`src/rtl/vpe_sweep_ctrl.sv`:
```
// vpe_sweep_ctrl: sequencer for one row of VPE processing elements.
//
// Programs the clause SRAM one word at a time from a valid/ready stream, then
// precharges the array and runs repeated update sweeps (one VUL_EN pulse per
// variable followed by SETTLE idle cycles).  After every sweep the systolic
// SATISFY is sampled; the run stops when satisfied, at the sweep limit, or on
// abort.
//
// Optional feature macro: VPE_EARLY_EXIT_EN
//   When defined, SATISFY is also sampled on the last settle cycle of every
//   variable and a hit ends the run immediately without counting the
//   partial sweep.
//
// Ports:
//   i_clk, i_reset_n          clock, asynchronous active-low reset
//   i_start, i_prog_skip      start a run (IDLE only), optionally skip programming
//   i_abort                   return to IDLE from any state
//   i_max_sweep, i_merge_cfg  run configuration latched at start
//   i_prog_*, o_prog_ready    program word stream (valid/ready)
//   o_wl_sw, o_wl_sign,
//   o_bl_en, o_sram_state     SRAM write drive
//   o_v_pre, o_var_state,
//   o_vul_en, o_merge         array update drive
//   i_satisfy                 AND-reduced satisfy from the array
//   o_busy, o_done,
//   o_sat_found, o_prog_err,
//   o_sweep_cnt               status
module vpe_sweep_ctrl #(
    parameter int unsigned NVAR    = 60,
    parameter int unsigned NGRP    = 8,
    parameter int unsigned WR_CYC  = 2,
    parameter int unsigned SETTLE  = 2,
    parameter int unsigned SWEEP_W = 16
) (
    input  logic               i_clk,
    input  logic               i_reset_n,
    input  logic               i_start,
    input  logic               i_prog_skip,
    input  logic               i_abort,
    input  logic [SWEEP_W-1:0] i_max_sweep,
    input  logic               i_merge_cfg,
    input  logic               i_prog_valid,
    output logic               o_prog_ready,
    input  logic [5:0]         i_prog_row,
    input  logic [2:0]         i_prog_grp,
    input  logic               i_prog_sign,
    input  logic               i_prog_last,
    output logic [NVAR-1:0]    o_wl_sw,
    output logic               o_wl_sign,
    output logic [NGRP-1:0]    o_bl_en,
    output logic               o_sram_state,
    output logic               o_v_pre,
    output logic               o_var_state,
    output logic [NVAR-1:0]    o_vul_en,
    output logic               o_merge,
    input  logic               i_satisfy,
    output logic               o_busy,
    output logic               o_done,
    output logic               o_sat_found,
    output logic               o_prog_err,
    output logic [SWEEP_W-1:0] o_sweep_cnt
);

    localparam int unsigned IDX_W = (NVAR > 1) ? $clog2(NVAR) : 1;
    localparam int unsigned WC_W  = (WR_CYC > 1) ? $clog2(WR_CYC) : 1;
    localparam int unsigned SC_W  = (SETTLE > 1) ? $clog2(SETTLE) : 1;

    typedef enum logic [2:0] {
        StIdle,
        StProg,
        StWrite,
        StPre,
        StUpd,
        StSettle,
        StCheck,
        StFin
    } state_e;

    state_e             r_state,     w_state_nxt;
    logic [WC_W-1:0]    r_wcnt,      w_wcnt_nxt;
    logic [SC_W-1:0]    r_scnt,      w_scnt_nxt;
    logic [IDX_W-1:0]   r_idx,       w_idx_nxt;
    logic [5:0]         r_row,       w_row_nxt;
    logic [2:0]         r_grp,       w_grp_nxt;
    logic               r_sign,      w_sign_nxt;
    logic               r_last,      w_last_nxt;
    logic [SWEEP_W-1:0] r_max,       w_max_nxt;
    logic               r_merge,     w_merge_nxt;
    logic [SWEEP_W-1:0] r_sweep_cnt, w_sweep_cnt_nxt;
    logic               r_sat_found, w_sat_found_nxt;
    logic               r_prog_err,  w_prog_err_nxt;

    logic               w_prog_legal;
    logic               w_var_done;
    logic [SWEEP_W-1:0] w_cnt_inc;

    assign w_prog_legal = (32'(i_prog_row) < NVAR) && (32'(i_prog_grp) < NGRP);
    // Sweep counter saturates instead of wrapping.
    assign w_cnt_inc = (&r_sweep_cnt) ? r_sweep_cnt : r_sweep_cnt + SWEEP_W'(1);

    always_comb begin
        w_state_nxt     = r_state;
        w_wcnt_nxt      = r_wcnt;
        w_scnt_nxt      = r_scnt;
        w_idx_nxt       = r_idx;
        w_row_nxt       = r_row;
        w_grp_nxt       = r_grp;
        w_sign_nxt      = r_sign;
        w_last_nxt      = r_last;
        w_max_nxt       = r_max;
        w_merge_nxt     = r_merge;
        w_sweep_cnt_nxt = r_sweep_cnt;
        w_sat_found_nxt = r_sat_found;
        w_prog_err_nxt  = r_prog_err;
        w_var_done      = 1'b0;

        if (i_abort) begin
            w_state_nxt     = StIdle;
            w_sat_found_nxt = 1'b0;
        end else begin
            unique case (r_state)
                StIdle: begin
                    if (i_start) begin
                        w_max_nxt       = i_max_sweep;
                        w_merge_nxt     = i_merge_cfg;
                        w_sweep_cnt_nxt = '0;
                        w_sat_found_nxt = 1'b0;
                        w_prog_err_nxt  = 1'b0;
                        w_state_nxt     = i_prog_skip ? StPre : StProg;
                    end
                end
                StProg: begin
                    if (i_prog_valid) begin
                        if (w_prog_legal) begin
                            w_row_nxt   = i_prog_row;
                            w_grp_nxt   = i_prog_grp;
                            w_sign_nxt  = i_prog_sign;
                            w_last_nxt  = i_prog_last;
                            w_wcnt_nxt  = '0;
                            w_state_nxt = StWrite;
                        end else begin
                            // Out-of-range word is dropped, but LAST still ends programming.
                            w_prog_err_nxt = 1'b1;
                            if (i_prog_last) begin
                                w_state_nxt = StPre;
                            end
                        end
                    end
                end
                StWrite: begin
                    if (r_wcnt == WC_W'(WR_CYC - 1)) begin
                        w_state_nxt = r_last ? StPre : StProg;
                    end else begin
                        w_wcnt_nxt = r_wcnt + WC_W'(1);
                    end
                end
                StPre: begin
                    w_idx_nxt   = '0;
                    w_state_nxt = StUpd;
                end
                StUpd: begin
                    if (SETTLE == 0) begin
                        w_var_done = 1'b1;
                    end else begin
                        w_scnt_nxt  = '0;
                        w_state_nxt = StSettle;
                    end
                end
                StSettle: begin
                    if (r_scnt == SC_W'(SETTLE - 1)) begin
                        w_var_done = 1'b1;
                    end else begin
                        w_scnt_nxt = r_scnt + SC_W'(1);
                    end
                end
                StCheck: begin
                    w_sweep_cnt_nxt = w_cnt_inc;
                    if (i_satisfy) begin
                        w_sat_found_nxt = 1'b1;
                        w_state_nxt     = StFin;
                    end else if ((r_max != '0) && (w_cnt_inc == r_max)) begin
                        w_state_nxt = StFin;
                    end else begin
                        w_idx_nxt   = '0;
                        w_state_nxt = StUpd;
                    end
                end
                StFin: begin
                    w_state_nxt = StIdle;
                end
                default: begin
                    w_state_nxt = StIdle;
                end
            endcase

            // End of one variable's pulse + settle window.
            if (w_var_done) begin
`ifdef VPE_EARLY_EXIT_EN
                if (i_satisfy) begin
                    w_sat_found_nxt = 1'b1;
                    w_state_nxt     = StFin;
                end else
`endif
                if (r_idx == IDX_W'(NVAR - 1)) begin
                    w_state_nxt = StCheck;
                end else begin
                    w_idx_nxt   = r_idx + IDX_W'(1);
                    w_state_nxt = StUpd;
                end
            end
        end
    end

    always_ff @(posedge i_clk or negedge i_reset_n) begin
        if (!i_reset_n) begin
            r_state     <= StIdle;
            r_wcnt      <= '0;
            r_scnt      <= '0;
            r_idx       <= '0;
            r_row       <= '0;
            r_grp       <= '0;
            r_sign      <= 1'b0;
            r_last      <= 1'b0;
            r_max       <= '0;
            r_merge     <= 1'b0;
            r_sweep_cnt <= '0;
            r_sat_found <= 1'b0;
            r_prog_err  <= 1'b0;
        end else begin
            r_state     <= w_state_nxt;
            r_wcnt      <= w_wcnt_nxt;
            r_scnt      <= w_scnt_nxt;
            r_idx       <= w_idx_nxt;
            r_row       <= w_row_nxt;
            r_grp       <= w_grp_nxt;
            r_sign      <= w_sign_nxt;
            r_last      <= w_last_nxt;
            r_max       <= w_max_nxt;
            r_merge     <= w_merge_nxt;
            r_sweep_cnt <= w_sweep_cnt_nxt;
            r_sat_found <= w_sat_found_nxt;
            r_prog_err  <= w_prog_err_nxt;
        end
    end

    // All drive outputs decode from state and registered copies only.
    always_comb begin
        o_prog_ready = (r_state == StProg);
        o_sram_state = (r_state == StWrite);
        o_wl_sw      = (r_state == StWrite) ? (NVAR'(1) << r_row) : '0;
        o_bl_en      = (r_state == StWrite) ? (NGRP'(1) << r_grp) : '0;
        o_wl_sign    = (r_state == StWrite) && r_sign;
        o_v_pre      = (r_state == StPre);
        o_var_state  = (r_state == StUpd) || (r_state == StSettle) || (r_state == StCheck);
        o_vul_en     = (r_state == StUpd) ? (NVAR'(1) << r_idx) : '0;
        o_merge      = r_merge;
        o_busy       = (r_state != StIdle);
        o_done       = (r_state == StFin);
        o_sat_found  = r_sat_found;
        o_prog_err   = r_prog_err;
        o_sweep_cnt  = r_sweep_cnt;
    end

endmodule

```
`config.mk`:
```
export PLATFORM = sky130hd
export DESIGN_NAME = vpe_sweep_ctrl
export DESIGN_NICKNAME = d
export VERILOG_FILES = /design/src/rtl/vpe_sweep_ctrl.sv
export SDC_FILE = /design/constraint.sdc
export NUM_CORES = 1
export LEC_CHECK = 0
export CAP_MARGIN = 10
export CORE_MARGIN = 10
export CORE_UTILIZATION = 41
export CTS_BUF_LIST = sky130_fd_sc_hd__clkbuf_8
export DETAILED_ROUTE_END_ITERATION = 8
export HOLD_SLACK_MARGIN = 0.15
export PLACE_DENSITY = 0.8
export SLEW_MARGIN = 30
export SYNTH_ARGS = -nofsm -noshare
export SYNTH_HDL_FRONTEND = slang
export SYNTH_SLANG_ARGS = --single-unit
export TNS_END_PERCENT = 20
```
`constraint.sdc`:
```
create_clock -name i_clk -period 2.3 [get_ports i_clk]
set_input_delay 0.69 -clock i_clk [delete_from_list [all_inputs] [get_ports i_clk]]
set_output_delay 0.69 -clock i_clk [all_outputs]
set_load 0.01 [all_outputs]
```
==> images/registers.png <==
Other sequential cells in the stronger gray, the rest of the logic in the fainter gray.
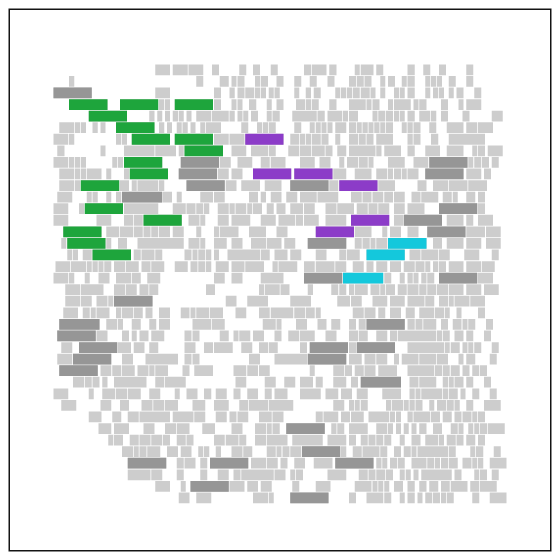
[r_max] green | placed flops: 16 | where: upper left
[r_state] cyan | placed flops: 3
[r_row] purple | placed flops: 6
not colored: 32

==> images/metal_stack.png <==
Only two layers are drawn.
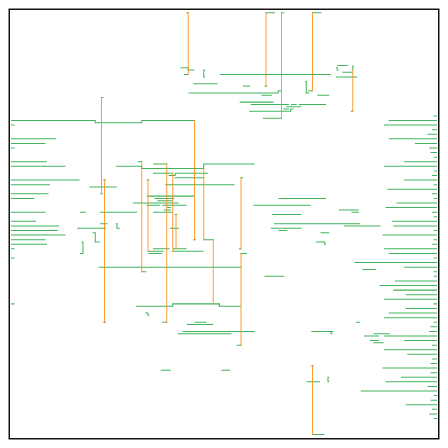
[met3] green | wire length: 1390 um
[met4] orange | wire length: 456 um

==> images/port_nets.png <==
The bar under the picture is 50 um long.
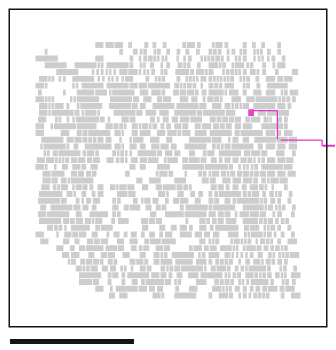
[o_wl_sign] magenta | bits: 1 | direction: output | edge: right | end cells: 1 | buffers: 1 | wire: 41.1 um

==> images/met2.png <==
The bar under the picture is 50 um long.
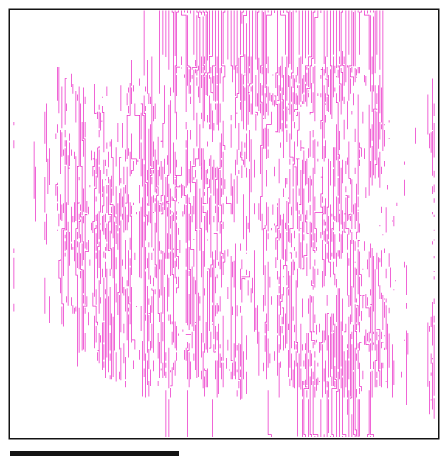
main direction: vertical
nets with wire on the layer: 844

==> changes_impl.md <==
## Implementation

* Status: finished, violations left
* Failing checks: negative setup slack
* Yosys warns at 0
* Max_cap viols at 0
* Max-slew violations at 0
* Starting Density at 0.425
* # hold bufs at CTS at 0
* HPWL Detailed at 15700 um
* Core ar. at 11000 sq um
* Initial DRC Count at 549
* Setup Buffers After CTS at 0
* Yosys aoi share at 0.151
* Req. time, crit path at 1610 ps
* Reg2Reg Depth at 10
* Number of enable flip-flop cells at 0
* Cell area after layout at 7510 sq um
* WL/cell at 19.0 um
* Final setup viols at 117
* CTS resizes at 494
* Area Growth Syn to Fin at 60.2%
* CP Cell Sequence: buf_6 -> nor4b_4 -> buf_6 -> nand3_4 -> nor2_2 -> buf_2
* Main synth FF type: dfrtp_1
* Rel. slew slack at 0.633
* Die Size at 16100 sq um
* Total GRT Usage at 0.228
* Vias per cell at 5.65
* CTS Buf Count at 9
* Yosys simple share at 0.401
* RSZ-0062 raised after global routing: yes
* Worst Path Buf+Inv at 3
* Mapped Nets at 690
* Critical Path Max Stage Delay at 410 ps
* Most common cell on crit path: buf_6
* Yosys stat cell total at 648
* Seq/Total Area, Yosys at 0.304
* Via count at 6018
* Reg clk slew, reported paths at 80 ps
* Post-layout period usage at 1.10
* Nature of the critical path endpoint: output pin
* Maximum operating frequency at 394 MHz
* Ys flops at 57
* Mapped Avg Cell Area at 7.24 sq um
* DP Area at 7430 sq um
* Cell depth of the worst setup path at 6
* CTS H-tree depth at 3
* Final antenna-violating net count at 0
* Fillers at 972
* LEAKAGE at 3.53 nW
* Final Hold Violation Tally at 0
* Layout cell share with drive strength beyond 1 at 0.401
* CTS Root Cell: clkbuf_8
* TritonCTS clock tree: yes
* Crit path to: o_vul_en[26]
* Total wire length at 20200 um
* # rows at 38
* Io pins at 189
* Clk sink count at 57
* Critical Path Start Type: register
* Final Worst Setup Slack at -235 ps
* Critical Path AT at 1850 ps
* Pwr Total at 0.00559 W
* Tmin final at 2540 ps
* Latency at later pin at 350 ps
* Worst path top cell family by delay: simple AND/OR/NAND/NOR gates
* Async set-reset flop share out of synthesis at 1.00
* Initial antenna violation count at 0
* Top comb family, area: simple AND/OR/NAND/NOR gates
* Pre-antenna DRT Iters at 6
* Largest net degree at the start of global routing at 38
* Clock buffer depth at 2
* Routability cong. at 0.933
* R2R Setup Slk at -100 ps
* Tool warnings at 33
* WS Path Type: register to output pin
* Worst Setup SP: r_state[0]
* Setup Skew at 8.04 ps
* Syn Inst Count at 648
* Setup TNS at -14340 ps
* DRC viols at 0
* Worst Hold Class: input port to async pin
* Die width at 127 um
* RR Startpoint: o_sweep_cnt[4]
* Grt total ovfl at 0
* Capturing point of the worst reg2reg path: r_state[0]
* Port Buffers at 188
* First-pass GRT wire length at 30500 um
* XORs/XNORs by Area at 0.0366
* DIE HEIGHT at 127 um
* Pwr dens at 745 nW/um^2
* Netlist cell types at 70
* Diode count at 0
* Yosys Chip Area at 4690 sq um
* CP max-delay cell: dfrtp_1
* Least-Margin Pin Slew at 550 ps
* Maximum vdd drop at 568 uV
* Crit-path max FO at 12
* Vias in the first global route at 5654
* Cell area after synthesis at 4690 sq um
* Mux cell area share at 0.0374
* Adder Share, Synth at 0.0187
* Final nets at 963
[per-layer routing]
metal  vias up  GRT usage  part of all wire
li1       2816          -                 -
met1      2887      0.271              0.40
met2       278      0.402              0.51
met3        37     0.0512             0.069
met4         0     0.0630             0.023
met5         -          0                 0
[metrics by stage]
step / cells / hold WS (ps) / setup WS (ps) / util
2_1_floorplan: 648 / 394 / -69.6 / -
3_3_place_gp: 1043 / 464 / -322 / 0.673
5_1_grt: 1066 / 348 / -304 / 0.681
4_1_cts: 1059 / 328 / -319 / 0.679
6_report: 1066 / 323 / -235 / 0.681
3_5_place_dp: 1043 / 500 / -413 / 0.673
[placed cells by master, fill, tap and decap left out, drive strengths merged, types with 4 or more instances in the layout]
cell type,n
and4,6
nand3b,7
a31oi,9
clkdlybuf4s15,5
dfrtp,57
a211oi,4
nand2b,14
o211ai,5
mux2,12
nor2,154
o21a,5
nor4,15
and3,8
inv,13
nand4,14
nor3,15
ha,7
buf,241
clkdlybuf4s50,54
a21oi,26
o31ai,4
nand3,25
xor2,7
xnor2,10
mux2i,4
clkbuf,10
nor2b,13
o21ai,24
nand2,99
[cells in the mapped netlist (8+ instances only)]
library cell	instances	area, sq um
a21oi_1	26	130
a31oi_1	9	56.3
and3_1	8	50.1
buf_2	13	65.1
clkbuf_1	28	105
dfrtp_1	57	1430
inv_1	12	45.0
mux2_2	12	135
nand2_1	98	368
nand2b_1	13	81.3
nand3_1	24	120
nand4_1	10	62.6
nor2_1	154	578
nor2b_1	13	81.3
nor3_1	15	75.1
nor4_1	12	75.1
o21ai_0	23	115
xnor2_1	10	87.6
[sequential cells by signal (all words and copies together), names as in the netlist]
signal,count
o_merge,1
o_prog_err,1
o_sat_found,1
o_sweep_cnt,16
r_grp,3
r_idx,6
r_last,1
r_max,16
r_row,6
r_scnt,1
r_sign,1
r_state,3
r_wcnt,1
[power breakdown]
part           leakage, nW  total (W)  switching (W)  internal, W
combinational         2.70    0.00277        0.00152      0.00125
sequential           0.735    0.00185       0.000532      0.00131
clock               0.0921   0.000976       0.000470     0.000507
[worst register-to-register path, stage by stage, from the launching register on]
cell and delay [ps]:
dfrtp_1 430, and4_1 400, buf_12 150, buf_4 120, nand4_1 120, xnor2_1 150
o211ai_1 370, nor4_4 110, buf_4 160, a22oi_1 160, o22ai_1 110
[how the worst min path moves through the flow]
| stage | to | from | cells after the start | slack [ps] |
|---|---|---|---|---|
| 2_1_floorplan | o_merge | i_reset_n | 0 | 390 |
| 5_1_grt | o_merge | i_reset_n | 1 | 350 |
| 3_3_place_gp | o_merge | o_merge | 2 | 460 |
| 3_5_place_dp | r_sign | r_sign | 1 | 500 |
| 6_report | o_sweep_cnt[3] | i_reset_n | 1 | 320 |
| 4_1_cts | o_sweep_cnt[3] | i_reset_n | 1 | 330 |
[area by class of cell]
| type | count | area [sq um] | share of cell area |
|---|---|---|---|
| Multi-Input combinational cell | 536 | 3430 | 0.456 |
| Timing Repair Buffer | 304 | 2230 | 0.296 |
| Sequential cell | 57 | 1430 | 0.191 |
| Tap cell | 140 | 175 | 0.0233 |
| Clock buffer | 9 | 124 | 0.0165 |
| Clock inverter | 7 | 78.8 | 0.0105 |
| Inverter | 13 | 48.8 | 0.00650 |
Power figures rest on the tool's default switching activity, not on a simulated workload.
